$ cat config.mk
export PLATFORM = sky130hd
export DESIGN_NAME = lu_cache_reader_flat
export DESIGN_NICKNAME = d
export VERILOG_FILES = /design/src/rtl/lu_cache_reader_if.sv /design/src/rtl/lu_cache_reader.sv /design/src/flat_wrapper.sv
export SDC_FILE = /design/constraint.sdc
export NUM_CORES = 1
export LEC_CHECK = 0
export ABC_AREA = 1
export CORE_MARGIN = 2
export CORE_UTILIZATION = 50
export CTS_CLUSTER_SIZE = 8
export DETAILED_ROUTE_END_ITERATION = 10
export GPL_TIMING_DRIVEN = 0
export PLACE_DENSITY = 0.9
export SYNTH_ARGS = -nofsm -noshare
export SYNTH_HDL_FRONTEND = slang
export SYNTH_SLANG_ARGS = --single-unit
export TNS_END_PERCENT = 5
$ cat constraint.sdc
create_clock -name clk -period 4.64 [get_ports clk]
set_clock_uncertainty 0.1 [all_clocks]
set_input_delay 0.464 -clock clk [delete_from_list [all_inputs] [get_ports clk]]
set_output_delay 0.464 -clock clk [all_outputs]
set_load 0.1 [all_outputs]
$ cat src/rtl/lu_cache_reader_if.sv
// Bundle of the signals between the LU cache reader and its sink/controller.
// The reader attaches to the slave modport; the controller/sink side uses master.
interface lu_cache_reader_if #(
  parameter int CELL_SIZE      = 8,
  parameter int CELL_COUNT     = 8,
  parameter int CELL_ADDR_SIZE = 3
);
  logic [CELL_COUNT-1:0][CELL_SIZE-1:0] cache_in;
  logic                                 start;
  logic [CELL_SIZE-1:0]                 key;
  logic                                 out_ready;
  logic [CELL_SIZE-1:0]                 out_data;
  logic [CELL_ADDR_SIZE-1:0]            out_index;
  logic                                 out_valid;
  logic                                 out_last;
  logic                                 busy;
  logic                                 done;
  logic                                 hit;
  logic [CELL_ADDR_SIZE-1:0]            hit_index;

  modport master (
    output cache_in, start, key, out_ready,
    input  out_data, out_index, out_valid, out_last, busy, done, hit, hit_index
  );

  modport slave (
    input  cache_in, start, key, out_ready,
    output out_data, out_index, out_valid, out_last, busy, done, hit, hit_index
  );
endinterface

$ cat src/rtl/lu_cache_reader.sv
// Snapshots the LU cache contents on start, streams cells out one per handshake
// (cell 0 first, most recently used) and searches the snapshot for a latched key.
module lu_cache_reader #(
  parameter int CELL_SIZE      = 8,
  parameter int CELL_COUNT     = 8,
  parameter int CELL_ADDR_SIZE = 3
) (
  input  logic           clk,
  input  logic           reset,
  lu_cache_reader_if.slave bus
);

  typedef enum logic [1:0] {
    S_IDLE = 2'd0,
    S_SCAN = 2'd1,
    S_DONE = 2'd2
  } state_t;

  localparam logic [CELL_ADDR_SIZE-1:0] LAST_IDX = CELL_ADDR_SIZE'(CELL_COUNT - 1);

  state_t                               r_state;
  state_t                               w_state_next;
  logic [CELL_COUNT-1:0][CELL_SIZE-1:0] r_snap;
  logic [CELL_SIZE-1:0]                 r_key;
  logic [CELL_ADDR_SIZE-1:0]            r_idx;
  logic                                 r_hit;
  logic [CELL_ADDR_SIZE-1:0]            r_hit_index;

  logic                                 w_accept;
  logic                                 w_xfer;
  logic                                 w_is_last;
  logic                                 w_match;
  logic [CELL_SIZE-1:0]                 w_cell;

  assign w_cell    = r_snap[r_idx];
  assign w_is_last = (r_idx == LAST_IDX);
  assign w_accept  = (r_state == S_IDLE) && bus.start;
  assign w_xfer    = (r_state == S_SCAN) && bus.out_ready;
  assign w_match   = (w_cell == r_key);

  always_ff @(posedge clk or negedge reset) begin
    if (!reset) begin
      r_state <= S_IDLE;
    end else begin
      r_state <= w_state_next;
    end
  end

  always_comb begin
    w_state_next = r_state;
    case (r_state)
      S_IDLE: if (bus.start) w_state_next = S_SCAN;
      S_SCAN: if (bus.out_ready && w_is_last) w_state_next = S_DONE;
      S_DONE: w_state_next = S_IDLE;
      default: w_state_next = S_IDLE;
    endcase
  end

  // Hit tracking only records the first match, so duplicates report the lowest index.
  always_ff @(posedge clk or negedge reset) begin
    if (!reset) begin
      r_snap      <= '0;
      r_key       <= '0;
      r_idx       <= '0;
      r_hit       <= 1'b0;
      r_hit_index <= '0;
    end else if (w_accept) begin
      r_snap      <= bus.cache_in;
      r_key       <= bus.key;
      r_idx       <= '0;
      r_hit       <= 1'b0;
      r_hit_index <= '0;
    end else if (w_xfer) begin
      if (!r_hit && w_match) begin
        r_hit       <= 1'b1;
        r_hit_index <= r_idx;
      end
      if (!w_is_last) begin
        r_idx <= r_idx + 1'b1;
      end
    end
  end

  always_comb begin
    bus.out_valid = 1'b0;
    bus.out_data  = '0;
    bus.out_index = '0;
    bus.out_last  = 1'b0;
    bus.busy      = 1'b0;
    bus.done      = 1'b0;
    case (r_state)
      S_SCAN: begin
        bus.out_valid = 1'b1;
        bus.out_data  = w_cell;
        bus.out_index = r_idx;
        bus.out_last  = w_is_last;
        bus.busy      = 1'b1;
      end
      S_DONE: begin
        bus.busy = 1'b1;
        bus.done = 1'b1;
      end
      default: ;
    endcase
  end

  assign bus.hit       = r_hit;
  assign bus.hit_index = r_hit_index;

endmodule

$ cat src/flat_wrapper.sv
// flat-port wrapper written by rule: the top's interface ports become plain ports
module lu_cache_reader_flat 
#(
  parameter int CELL_SIZE      = 8,
  parameter int CELL_COUNT     = 8,
  parameter int CELL_ADDR_SIZE = 3
)
  (clk, reset, bus_cache_in, bus_start, bus_key, bus_out_ready, bus_out_data, bus_out_index, bus_out_valid, bus_out_last, bus_busy, bus_done, bus_hit, bus_hit_index);
  lu_cache_reader_if #(.CELL_SIZE(CELL_SIZE), .CELL_COUNT(CELL_COUNT), .CELL_ADDR_SIZE(CELL_ADDR_SIZE)) bus_i ();
  input  logic clk;
  input  logic reset;
  input wire logic [$bits(bus_i.cache_in)-1:0] bus_cache_in;
  input wire logic [$bits(bus_i.start)-1:0] bus_start;
  input wire logic [$bits(bus_i.key)-1:0] bus_key;
  input wire logic [$bits(bus_i.out_ready)-1:0] bus_out_ready;
  output wire logic [$bits(bus_i.out_data)-1:0] bus_out_data;
  output wire logic [$bits(bus_i.out_index)-1:0] bus_out_index;
  output wire logic [$bits(bus_i.out_valid)-1:0] bus_out_valid;
  output wire logic [$bits(bus_i.out_last)-1:0] bus_out_last;
  output wire logic [$bits(bus_i.busy)-1:0] bus_busy;
  output wire logic [$bits(bus_i.done)-1:0] bus_done;
  output wire logic [$bits(bus_i.hit)-1:0] bus_hit;
  output wire logic [$bits(bus_i.hit_index)-1:0] bus_hit_index;
  assign bus_i.cache_in = bus_cache_in;
  assign bus_i.start = bus_start;
  assign bus_i.key = bus_key;
  assign bus_i.out_ready = bus_out_ready;
  assign bus_out_data = bus_i.out_data;
  assign bus_out_index = bus_i.out_index;
  assign bus_out_valid = bus_i.out_valid;
  assign bus_out_last = bus_i.out_last;
  assign bus_busy = bus_i.busy;
  assign bus_done = bus_i.done;
  assign bus_hit = bus_i.hit;
  assign bus_hit_index = bus_i.hit_index;
  lu_cache_reader #(.CELL_SIZE(CELL_SIZE), .CELL_COUNT(CELL_COUNT), .CELL_ADDR_SIZE(CELL_ADDR_SIZE)) u_core (.clk(clk), .reset(reset), .bus(bus_i));
endmodule
run_1/sizes.png
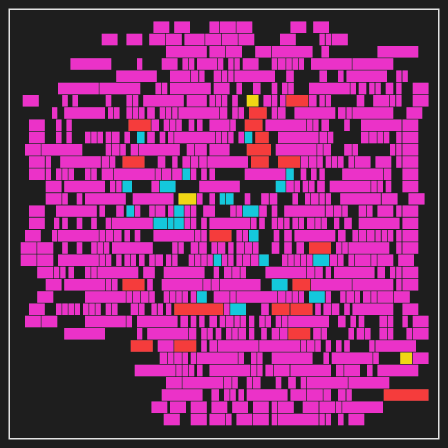
| color | size | cells | share |
|---|---|---|---|
| yellow | _3 and _4 cells | 3 | 0.45% |
| magenta | _0 and _1 cells | 616 | 93% |
| cyan | _2 cells | 23 | 3.5% |
| red | _6 and larger | 20 | 3.0% |
post-route setup slack: 1099 ps
Layout area overhead: 31.51%
final instance area: 5436 um2
Non-CTS buffers: 123

run_1/cell_density.png
The die is cut into 9 by 9 equal tiles; black is low, pale yellow is high, 0 to 100% covered.
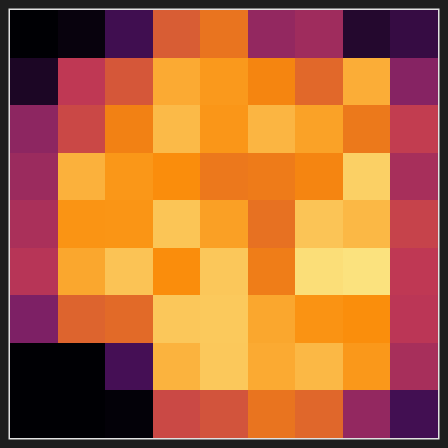
mean over tiles: 59%
emptiest ninth of the die: south-west
fullest tile: 94%
nearly empty tiles: 7.4%
tiles over 75% full: 41%
Final Core Density: 0.6684
FP Util: 0.5082

==> run summary, run 1 <==
And+or+nand+nor area frac: 0.3066
Top cells by count, synth: nand2_1, dfrtp_1, inv_1
Status: complete, no violations
FF/Latch Area: 2027 um2
Sw Ratio: 0.5120
FF+latch count: 81
Slowest cell on crit path: clkdlybuf4s50_1
Critical path class: register to primary output
Max cap viols: 0
Global-route wire length before repair: 18820 um
Die width: 94.93 um
Worst EP required: 4080 ps
Gr busiest metal: met2
Inverters excl. clock: 67
Worst Path Buf+Inv: 3
Comb power frac: 0.588
FMAX: 0.2824 GHz
Vias: 4094
WHS: 384.1 ps
Total gr overflow: 0
Vias per inst: 5.338
Top sig layer: met4
run_1/flops_by_reg.png
Other sequential cells in the stronger gray, the rest of the logic in the fainter gray.
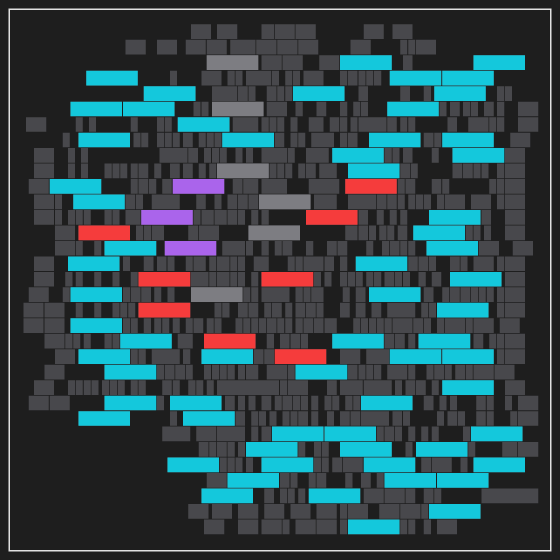
| color | name in the netlist | sequential cells |
|---|---|---|
| red | u_core.r_key | 8 |
| cyan | u_core.r_snap | 64 |
| purple | u_core.bus.hit_index | 3 |

run_1/placement_by_type.png
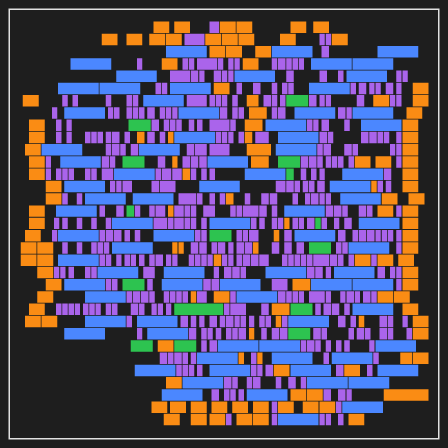
| color | class | cells | share of their area |
|---|---|---|---|
| green | clock drivers and dummy loads | 15 | 3.7% |
| blue | sequential cells | 81 | 38% |
| purple | combinational and other logic | 443 | 37% |
| orange | remaining buffers and delay cells | 123 | 21% |
core box area: 8134 um2
fraction of area in registers: 0.3728
Rows: 33

## Run 2: what changed since run 1
Settings changed: CORE_UTILIZATION 50 to 46, PLACE_DENSITY 0.9 to 0.87.
Clock period 4.64 ns to 3 ns, I/O delays scaled along.
run_2/sizes.png
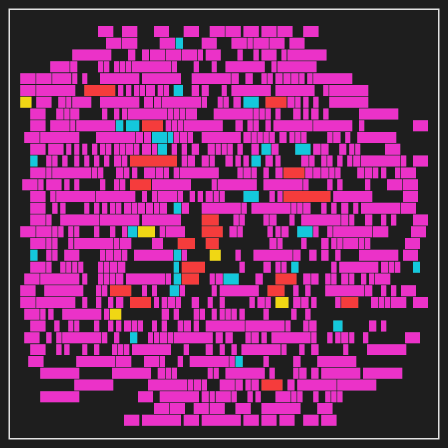
| color | size | cells | share |
|---|---|---|---|
| yellow | _3 and _4 cells | 5 | 0.76% |
| cyan | _2 cells | 27 | 4.1% |
| magenta | _0 and _1 cells | 611 | 92% |
| red | _6 and larger | 19 | 2.9% |
post-route setup slack: 12.00 ps
final instance area: 5421 um2
Layout area overhead: 31.14%

==> run 2 against run 1 <==
  * Combinational power up 51%
  * Via count down 2.7%
  * Global-route usage down 2.5 points
  * Die area up 8.3%
  * Routed wire length down 0.78%
  * Cell area down 0.28%
  * Total power up 54%
  * Sequential power up 56%
  * First-iteration DRC count down 31%
  * Flip-flop count unchanged
  * Worst setup slack worse by 1100 ps
  * Critical endpoint is now bus_out_data[0]
  * Largest power group unchanged
==> run summary, run 2 <==
Chip Area: 9761 um2
FF+latch count: 81 (unchanged)
Die width: 98.80 um (+4.1%)
Critical Path Stages: 7
Status: complete, no violations
Filler cell count in the final layout: 795
FMAX: 0.3347 GHz
Max cap viols: 0 (unchanged)
Non-CTS buffers: 123 (unchanged)
FP Util: 0.4740 (-0.03420)
Pwr top: combinational logic
Top Layout Cells: nand2_1, clkdlybuf4s50_1, dfrtp_1
Gr busiest metal: met2
Vias: 3985 (-2.7%)
Leakage: 2.683 nW
Post-route ant nets: 0
Slowest cell on crit path: clkdlybuf4s15_1
And+or+nand+nor area frac: 0.3066 (unchanged)
Inverters excl. clock: 67 (unchanged)
Top sig layer: met4
Worst Path Buf+Inv: 3 (unchanged)
Critical path class: register to primary output
Sequential share of power: 0.286
Final Core Density: 0.6217 (-0.04670)
CTS Buf Count: 9
Sw Ratio: 0.5136 (+0.001629)
Core box area: 8721 um2 (+7.2%)
WHS: 329.5 ps (-54.67 ps)
Rows: 34 (+3.0%)
Comb power frac: 0.575 (-0.013)
Fraction of area in registers: 0.3739 (+0.001032)
FF/Latch Area: 2027 um2 (unchanged)
# DRC: 0
Total gr overflow: 0 (unchanged)
Global-route wire length before repair: 19400 um (+3.0%)
run_2/flops_by_reg.png
Other sequential cells in the stronger gray, the rest of the logic in the fainter gray.
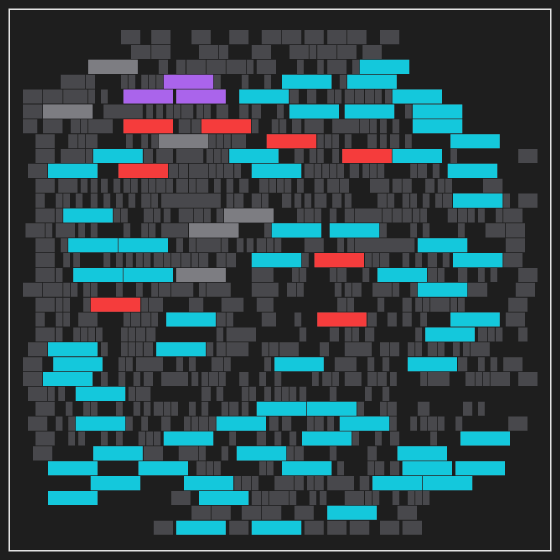
| color | name in the netlist | sequential cells |
|---|---|---|
| purple | u_core.bus.hit_index | 3 |
| red | u_core.r_key | 8 |
| cyan | u_core.r_snap | 64 |
not colored: 6

Power and IR drop assume default switching activity.
